**Run 1: cell density map**

The bar under the picture is 20 um long. The die is cut into 12 by 12 equal tiles; dark blue is low, red is high, 0 to 100% covered.
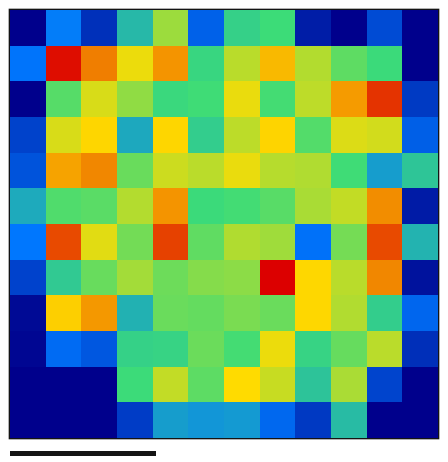
**Run 1: congestion heat map**

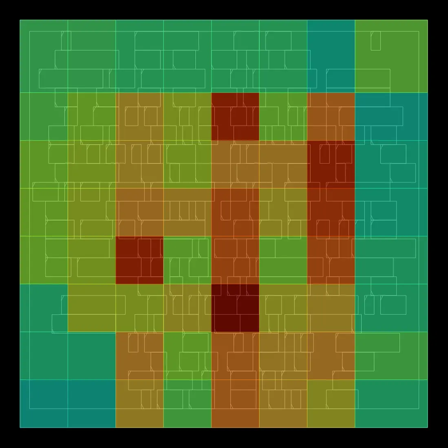
**Run 1: M1 wires**

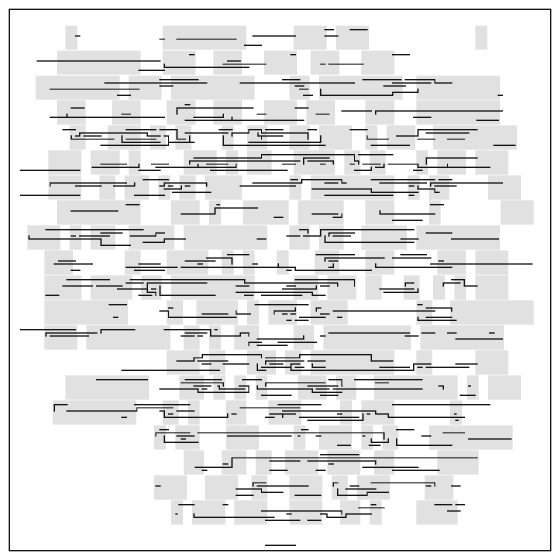
**src/rtl/pipeline_controller_pkg.sv**
```systemverilog
// Shared types and constants for the pipeline hazard controller.
//   ctrl_state_t : controller FSM states
//   FD/DE/EM/MW  : bit index of each pipeline register in stall/nullify
//   FLUSH_CNT_W  : width of the flush down-counter (FLUSH_CYCLES <= 15)
package pipeline_controller_pkg;

  typedef enum logic [1:0] {
    RUN         = 2'd0,
    MULDIV_WAIT = 2'd1,
    FLUSH       = 2'd2
  } ctrl_state_t;

  localparam int FD = 0;
  localparam int DE = 1;
  localparam int EM = 2;
  localparam int MW = 3;

  localparam int FLUSH_CNT_W = 4;

endpackage

```
**src/rtl/pipeline_controller_sat_counter.sv**
```systemverilog
// Saturating up-counter. Counts once per clock while inc_en_i is high and
// holds at all-ones instead of wrapping.
//   clk      : clock
//   reset    : asynchronous active-high reset, clears the count
//   inc_en_i : increment enable
//   count_o  : current count
module sat_counter #(
  parameter int WIDTH = 16
) (
  input  logic             clk,
  input  logic             reset,
  input  logic             inc_en_i,
  output logic [WIDTH-1:0] count_o
);

  logic [WIDTH-1:0] count_q;
  logic [WIDTH-1:0] count_d;

  always_comb begin
    count_d = count_q;
    if (inc_en_i && (count_q != {WIDTH{1'b1}})) begin
      count_d = count_q + WIDTH'(1);
    end
  end

  always_ff @(posedge clk or posedge reset) begin
    if (reset) begin
      count_q <= '0;
    end else begin
      count_q <= count_d;
    end
  end

  assign count_o = count_q;

endmodule

```
**src/rtl/pipeline_controller.sv**
```systemverilog
// Pipeline hazard controller: turns hazard events into PC hold, per-register
// stall and nullify controls for a 5-stage pipeline (FD, DE, EM, MW).
//   clk          : clock
//   reset        : asynchronous active-high reset
//   load_use     : D-stage needs the result of an E-stage load
//   branch_taken : E-stage branch/jump resolved taken
//   muldiv_start : E-stage issues a multi-cycle mul/div
//   muldiv_done  : mul/div result valid this cycle
//   exception    : M-stage instruction raised an exception
//   pc_stall     : hold the PC
//   stall        : per-register stall   [FD,DE,EM,MW] = bits [0..3]
//   nullify      : per-register nullify [FD,DE,EM,MW] = bits [0..3]
//   muldiv_abort : one-cycle pulse cancelling an in-flight mul/div
//   stall_cycles : saturating count of cycles with pc_stall high
//
// State table
//   RUN         | normal issue; load-use bubbles and branch squashes
//   MULDIV_WAIT | FD/DE frozen until the mul/div result returns
//   FLUSH       | FD held nullified for FLUSH_CYCLES after an exception
module pipeline_controller
  import pipeline_controller_pkg::*;
#(
  parameter int FLUSH_CYCLES = 2,
  parameter int CNT_W        = 16
) (
  input  logic             clk,
  input  logic             reset,
  input  logic             load_use,
  input  logic             branch_taken,
  input  logic             muldiv_start,
  input  logic             muldiv_done,
  input  logic             exception,
  output logic             pc_stall,
  output logic [3:0]       stall,
  output logic [3:0]       nullify,
  output logic             muldiv_abort,
  output logic [CNT_W-1:0] stall_cycles
);

  localparam logic [FLUSH_CNT_W-1:0] FLUSH_LOAD = FLUSH_CNT_W'(FLUSH_CYCLES - 1);

  ctrl_state_t            state_q, state_d;
  logic [FLUSH_CNT_W-1:0] flush_cnt_q, flush_cnt_d;

  // Outputs are decoded from state and the current inputs so that a hazard
  // is acted on in the same cycle it is reported.
  always_comb begin
    state_d      = state_q;
    flush_cnt_d  = flush_cnt_q;
    pc_stall     = 1'b0;
    stall        = 4'b0000;
    nullify      = 4'b0000;
    muldiv_abort = 1'b0;

    if (reset) begin
      // Everything in flight is discarded while reset is held.
      nullify = 4'b1111;
    end else if (exception) begin
      nullify      = 4'b1111;
      muldiv_abort = (state_q == MULDIV_WAIT);
      state_d      = FLUSH;
      flush_cnt_d  = FLUSH_LOAD;
    end else begin
      unique case (state_q)
        MULDIV_WAIT: begin
          if (muldiv_done) begin
            state_d = RUN;
          end else begin
            pc_stall    = 1'b1;
            stall[FD]   = 1'b1;
            stall[DE]   = 1'b1;
            nullify[EM] = 1'b1;
          end
        end
        FLUSH: begin
          nullify[FD] = 1'b1;
          if (flush_cnt_q == '0) begin
            state_d = RUN;
          end else begin
            flush_cnt_d = flush_cnt_q - FLUSH_CNT_W'(1);
          end
        end
        default: begin
          state_d = RUN;
          if (muldiv_start) begin
            // A result that is ready in the issue cycle needs no wait.
            if (!muldiv_done) begin
              pc_stall    = 1'b1;
              stall[FD]   = 1'b1;
              stall[DE]   = 1'b1;
              nullify[EM] = 1'b1;
              state_d     = MULDIV_WAIT;
            end
          end else if (branch_taken) begin
            nullify[FD] = 1'b1;
            nullify[DE] = 1'b1;
          end else if (load_use) begin
            pc_stall    = 1'b1;
            stall[FD]   = 1'b1;
            nullify[DE] = 1'b1;
          end
        end
      endcase
    end
  end

  always_ff @(posedge clk or posedge reset) begin
    if (reset) begin
      state_q     <= RUN;
      flush_cnt_q <= '0;
    end else begin
      state_q     <= state_d;
      flush_cnt_q <= flush_cnt_d;
    end
  end

  sat_counter #(
    .WIDTH (CNT_W)
  ) u_stall_cnt (
    .clk      (clk),
    .reset    (reset),
    .inc_en_i (pc_stall),
    .count_o  (stall_cycles)
  );

endmodule

```
**config.mk**
```make
export PLATFORM = sky130hd
export DESIGN_NAME = pipeline_controller
export DESIGN_NICKNAME = d
export VERILOG_FILES = /design/src/rtl/pipeline_controller_pkg.sv /design/src/rtl/pipeline_controller_sat_counter.sv /design/src/rtl/pipeline_controller.sv
export SDC_FILE = /design/constraint.sdc
export NUM_CORES = 1
export LEC_CHECK = 0
export CELL_PAD_IN_SITES_DETAIL_PLACEMENT = 1
export CELL_PAD_IN_SITES_GLOBAL_PLACEMENT = 1
export CORE_UTILIZATION = 41
export CTS_BUF_LIST = sky130_fd_sc_hd__clkbuf_8
export DETAILED_ROUTE_END_ITERATION = 10
export PLACE_DENSITY = 0.93
export SLEW_MARGIN = 30
export SYNTH_ARGS = -nofsm -noshare
export SYNTH_HDL_FRONTEND = slang
export SYNTH_SLANG_ARGS = --single-unit
```
**constraint.sdc**
```tcl
create_clock -name clk -period 3.2 [get_ports clk]
set_input_delay 0.64 -clock clk [delete_from_list [all_inputs] [get_ports clk]]
set_output_delay 0.64 -clock clk [all_outputs]
set_load 0.01 [all_outputs]
```
==> impl_metrics.ini, run 1 <==
; generated from flow reports
[run_status]
status = completed

[final_layout]
num_antenna_cells = 0
seq_area_um2 = 550.5
area_delta_synth_final_pct = 29.07
fillCellCount = 370
layout.area.comb_um2 = 690.7
drive_gt1_frac = 0.1138
nets = 181

[floorplanning]
die_h_um = 58.77
ios = 33
rows = 20
chipWidth_um = 58.77
chip_area_um2 = 3453

[clock_network]
cts_max_path_buffers = 2
cts_resized = 0
clock_latency_ns = 0.25
clock-sinks = 22
cts_buffers = 3
clkTransAtPathRegs_ns = 0.07

[logic_synthesis]
synth_top_cell_by_area = dfrtp_1
yosysCellCount = 135
top_cell = dfrtp_1
synth_flops = 22
ys_types = 47
ys.flop_type = dfrtp_1
area_leaders = dfrtp_1, xnor2_1, ha_1, nand3_1, inv_1
synthCells = 135
async_reset_ff_frac = 1.000
ys_area_um2 = 1321
synth_warnings = 0
avgSynthCellArea_um2 = 9.787
synth-edff-count = 0
synth_area_um2 = 1321
yosysTopAreaCellShare = 0.4167
ys_seq_share = 0.4167
ys_top_cells_by_count = dfrtp_1, xnor2_1, inv_1, nand2_1, nand3_1

[global_route]
grt_max_degree = 26
grt-ovfl-total = 0
antenna_found_initial = 0
grt_pass1_vias = 1201

[route]
wl_um = 3143
antenna_left = 0
via_per_inst = 5.242
wl_per_cell_um = 14.90
drtPass1Iterations = 4
route.detailed.drc = 0

[critical_path]
critPathKind = in2out
r2r_end = u_stall_cnt.count_o[1]$_DFFE_PP0P_
reg2reg_from = state_q[0]$_DFFE_PP0P_
r2r_cells = 7
worstPathRequired_ns = 2.56
crit_arrival_ns = 2.29
cp-start-kind = input port
regToRegSetupSlack_ns = 1.29
crit_fanout = 4

[sta]
maxSlewHeadroom = 0.6306
fin_setup_tns_ns = 0
hold_violations = 0
fmax_mhz = 341.4
skew_ns = 0.002554
fin_crit_sh = 0.9154
worstMarginPinSlew_ns = 0.5494
rsz0062_at_grt = false
drv_slew = 0
finalCriticalPeriod_ns = 2.929
fin_hold_ws_ns = 0.5087

[min_path]
hp-start = u_stall_cnt.count_o[15]$_DFFE_PP0P_
min_path_type = reg2reg
hold-path-endpoint = u_stall_cnt.count_o[15]$_DFFE_PP0P_
hold_path_depth = 1

[power_and_ir_drop]
cellPowerDensity_nw_per_um2 = 560.8
ir_worst_vdd_mv = 0.3938
p_leak_nw = 0.7158

[job]
tool_warnings = 28
drv_cap = 0

[placement]
dp.final_hpwl_um = 2471
portBuffers = 30
routabilityCongestion = 0.7750
About 'cell density map':
mean over tiles: 48%
fullest tile: 100%
densest ninth of the die: middle
final core utilization: 0.5586
fp_density: 0.4328
Core ar.: 3053 um2

About 'congestion heat map':
met1 Usage GRT: 0.2756
met3 Use GR: 0.05055
GRT Max-Usage Layer: met2
Tot GR Track Use: 0.2158

About 'M1 wires':
share of all routed wire: 45%
wire length on this layer: 1410 um
nets with wire on the layer: 156

-- run 1: stage by stage --
step | instances | utilization | cell area, um2 | total power [W] | worst slack (ns)
2_1_floorplan | 136 | - | 1325 | 0.0006435 | 0.9229
3_3_place_gp | 208 | 0.5451 | 1664 | 0.0007642 | 0.2936
3_5_place_dp | 208 | 0.5451 | 1664 | 0.0007963 | 0.2735
4_1_cts | 211 | 0.5586 | 1705 | 0.0009662 | 0.2686
5_1_grt | 211 | 0.5586 | 1705 | 0.001037 | 0.2142
6_report | 211 | 0.5586 | 1705 | 0.0009564 | 0.2708
-- run 1: area by class of cell --
| type | instances | share of cell area |
|---|---|---|
| inverters | 12 | 0.02641 |
| repair buffers | 33 | 0.1893 |
| well taps | 44 | 0.03228 |
| multi-input cells | 97 | 0.4050 |
| clock buffers | 3 | 0.02421 |
| flip-flops and latches | 22 | 0.3228 |
-- run 1: worst max-delay path: stages --
cell,delay (ns)
clkdlybuf4s50_1,0.52
o311ai_4,0.35
nor2b_4,0.23
clkdlybuf4s50_1,0.55
-- run 1: cell families (layout without fill, tap and decap cells) --
group,Yosys count,count (layout),synth area share
other,1,2,0.002838
flip-flops,22,22,0.4167
AND-OR/OR-AND,18,18,0.1070
adder cells (fa/ha/maj),5,5,0.04735
XOR/XNOR,15,15,0.09943
multiplexers,3,3,0.02367
AND/OR/NAND/NOR,54,54,0.2396
buffers and inverters,17,48,0.06344
-- run 1: sequential cells by signal, summed over array words and instances (netlist names) --
register and flops:
state_q 2, u_stall_cnt.count_o 16, flush_cnt_q 4
-- run 1: power by group --
group          internal, W  switching [W]  total (W)
clock            0.0000838      0.0000804   0.000164
sequential        0.000333      0.0000666   0.000399
combinational     0.000189       0.000203   0.000393
-- run 1: layout by cell type, fill, tap and decap left out, types with 3 or more instances in the layout --
cell,Yosys,routed
inv_1,11,11
ha_1,5,5
o21ai_0,4,4
nand4_1,3,3
clkdlybuf4s50_1,0,30
a21oi_1,3,3
clkbuf_8,0,3
xnor2_1,13,13
buf_4,3,3
nand2_1,11,11
dfrtp_1,22,22
nor2_1,7,7
nand3_1,10,10
nor3_1,3,3
-- run 1: routing by layer --
layer | GRT usage | wire length [um]
met3 | 0.05055 | 85
met5 | 0 | 0
met2 | 0.3604 | 1612
met1 | 0.2756 | 1413
met4 | 0.06803 | 31
-- run 1: worst max path at each step --
stage	slack [ns]	start	depth (start not counted)	end
finish	0.27	muldiv_start	4	pc_stall
global route	0.21	exception	5	nullify[0]
CTS	0.27	muldiv_start	4	pc_stall
detailed placement	0.27	muldiv_start	4	pc_stall
global placement	0.29	muldiv_start	4	stall[0]
floorplan	0.92	reset	3	muldiv_abort
==> inputs of run 2 (changes only) <==
Settings changed: ABC_CLOCK_PERIOD_IN_PS from default to 3200, GPL_ROUTABILITY_DRIVEN from default to 0.
**Run 2: drive-strength map**

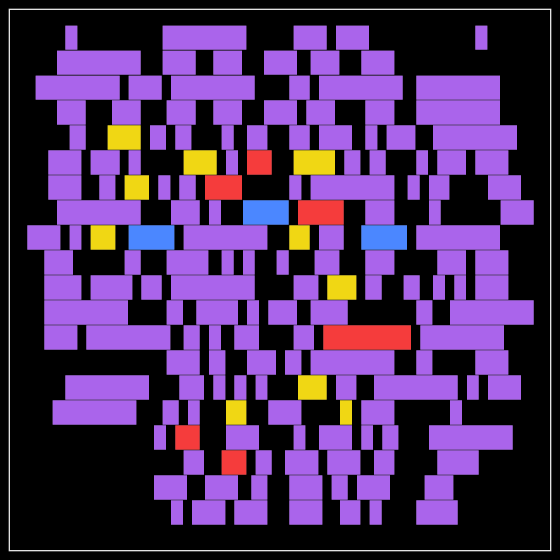
legend:
  drive 1 or less:
    colour: purple
    cells: 148
    share: 89%
    most_used: clkdlybuf4s50_1
  drive 6 and up:
    colour: blue
    cells: 3
    share: 1.8%
    most_used: clkbuf_8
  drive 3 to 4:
    colour: red
    cells: 6
    share: 3.6%
    most_used: buf_4
  drive 2:
    colour: yellow
    cells: 10
    share: 6.0%
    most_used: and3_2

**Run 2: cell density map**

The bar under the picture is 20 um long. The die is cut into 12 by 12 equal tiles; dark blue is low, red is high, 0 to 100% covered.
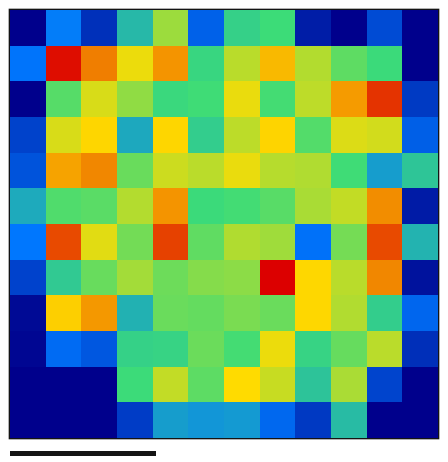
nearly empty tiles: 10%
mean over tiles: 48%
tiles over 75% full: 16%
fullest tile: 100%
densest ninth of the die: middle
emptiest ninth of the die: bottom left

**Run 2: M1 wires**

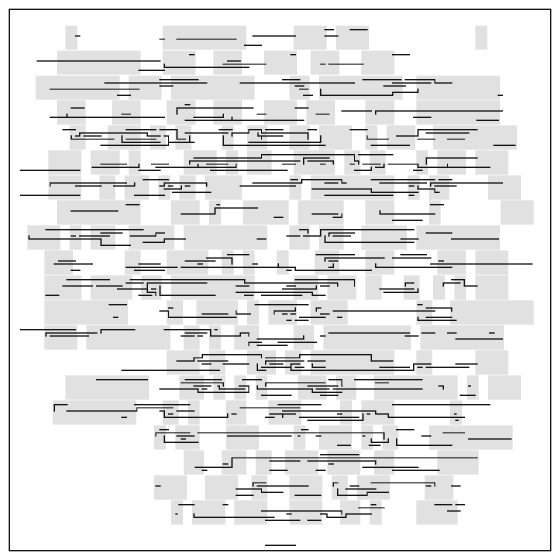
main direction: horizontal
share of all routed wire: 45%
nets with wire on the layer: 156
longest straight run: 26.7 um
wire length on this layer: 1410 um

==> run 2 against run 1 <==
Against the previous run:
- flip-flop count unchanged
- highest routed layer unchanged
- utilization unchanged
- sequential share of layout area unchanged
- worst hold slack unchanged
- worst setup slack unchanged
- register-to-register slack about the same
- sequential power about the same
- final area unchanged
- clock power about the same
- wire length unchanged
- critical endpoint unchanged
- count of clock-buffer cells in the layout unchanged
- combinational power about the same
==> impl_metrics.ini, run 2 <==
; generated from flow reports
[sta]
postLayoutSetupSlackWorst_ns = 0.2708
fin_setup_tns_ns = 0
rsz0062_at_grt = false
finalCriticalPeriod_ns = 2.929
drv_slew = 0
skew_ns = 0.002554
maxSlewHeadroom = 0.6306
fmax_mhz = 341.4
hold_violations = 0

[logic_synthesis]
yosysTopAreaCellShare = 0.4167
synth_top_cell_by_area = dfrtp_1
synth_flops = 22
top_cell = dfrtp_1
ys_seq_share = 0.4167
synth_area_um2 = 1321
avgSynthCellArea_um2 = 9.787
async_reset_ff_frac = 1.000
ys_types = 47
ys_top_cells_by_count = dfrtp_1, xnor2_1, inv_1, nand2_1, nand3_1
ys.flop_type = dfrtp_1

[min_path]
hold_path_depth = 1
hold-path-endpoint = u_stall_cnt.count_o[15]$_DFFE_PP0P_
min_path_type = reg2reg
hp-start = u_stall_cnt.count_o[15]$_DFFE_PP0P_

[route]
wl_per_cell_um = 14.90
drtPass1Iterations = 4
route.detailed.drc = 0
antenna_left = 0

[clock_network]
cts_max_path_buffers = 2
clock-sinks = 22
clkTransAtPathRegs_ns = 0.07
cts_resized = 0

[floorplanning]
chip_area_um2 = 3453
rows = 20
core_area_um2 = 3053
fp_util = 0.4328
chipWidth_um = 58.77
ios = 33

[critical_path]
regToRegSetupSlack_ns = 1.29
critPathKind = in2out
crit_arrival_ns = 2.29
r2r_cells = 7
reg2reg_from = state_q[0]$_DFFE_PP0P_
crit_fanout = 4

[power_and_ir_drop]
ir_worst_vdd_mv = 0.3938
power.share.clock = 0.172
combPwrFrac = 0.411
p_leak_nw = 0.7158
p_int_w = 0.0006060
sw_frac_of_total = 0.3664

[final_layout]
fin_util = 0.5586
layout.area.comb_um2 = 690.7
postLayoutCellArea_um2 = 1705
seq_area_um2 = 550.5
num_antenna_cells = 0
mostFrequentLayoutCells = clkdlybuf4s50_1, dfrtp_1, xnor2_1

[global_route]
antenna_found_initial = 0
grtUsageTotal = 0.2158
grt_pass1_vias = 1201

[placement]
dp_cells = 208
portBuffers = 30

[job]
tool_warnings = 28

[run_status]
status = completed
## run 2: through the flow
stage               total power, W  hold slack [ns]
detailed placement       0.0007963           0.5007
CTS                      0.0009662           0.5109
global route              0.001037           0.5125
global placement         0.0007642           0.4876
floorplan                0.0006435           0.5055
finish                   0.0009564           0.5087
## run 2: kinds of logic (layout without fill, tap and decap cells)
| family | count (synthesis) | in the layout | synth area share |
|---|---|---|---|
| AND/OR/NAND/NOR | 54 | 54 | 0.2396 |
| flip-flops | 22 | 22 | 0.4167 |
| AND-OR/OR-AND | 18 | 18 | 0.1070 |
| buffers and inverters | 17 | 48 | 0.06344 |
| XOR/XNOR | 15 | 15 | 0.09943 |
| adder cells (fa/ha/maj) | 5 | 5 | 0.04735 |
| multiplexers | 3 | 3 | 0.02367 |
| other | 1 | 2 | 0.002838 |
## run 2: how the worst max path moves through the flow
stage	from	end
2_1_floorplan	reset	muldiv_abort
3_3_place_gp	muldiv_start	stall[0]
3_5_place_dp	muldiv_start	pc_stall
4_1_cts	muldiv_start	pc_stall
5_1_grt	exception	nullify[0]
6_report	muldiv_start	pc_stall
## run 2: routing by layer
metal / GRT usage / routed length [um] / up-vias
met1: 0.2756 / 1413 / 560
met3: 0.05055 / 85 / 4
met5: 0 / 0 / -
met2: 0.3604 / 1612 / 18
met4: 0.06803 / 31 / 0
li1: - / - / 524
## run 2: final cells by class
| class | instances | area share |
|---|---|---|
| Multi-Input combinational cell | 97 | 0.4050 |
| Inverter | 12 | 0.02641 |
| Sequential cell | 22 | 0.3228 |
| Clock buffer | 3 | 0.02421 |
| Timing Repair Buffer | 33 | 0.1893 |
| Tap cell | 44 | 0.03228 |
## run 2: worst max-delay path: stages
cell	delay (ns)
clkdlybuf4s50_1	0.52
o311ai_4	0.35
nor2b_4	0.23
clkdlybuf4s50_1	0.55
## run 2: power groups by stage
stage / Sequential (W) / Clock (W) / Combinational, W
final: 0.000399 / 0.000164 / 0.000393
after global routing: 0.000411 / 0.000181 / 0.000444
after CTS: 0.000399 / 0.000171 / 0.000396
after detailed placement: 0.000402 / 0 / 0.000395
after global placement: 0.000395 / 0 / 0.000369
after floorplan: 0.000399 / 0 / 0.000245
Power and IR drop assume default switching activity.
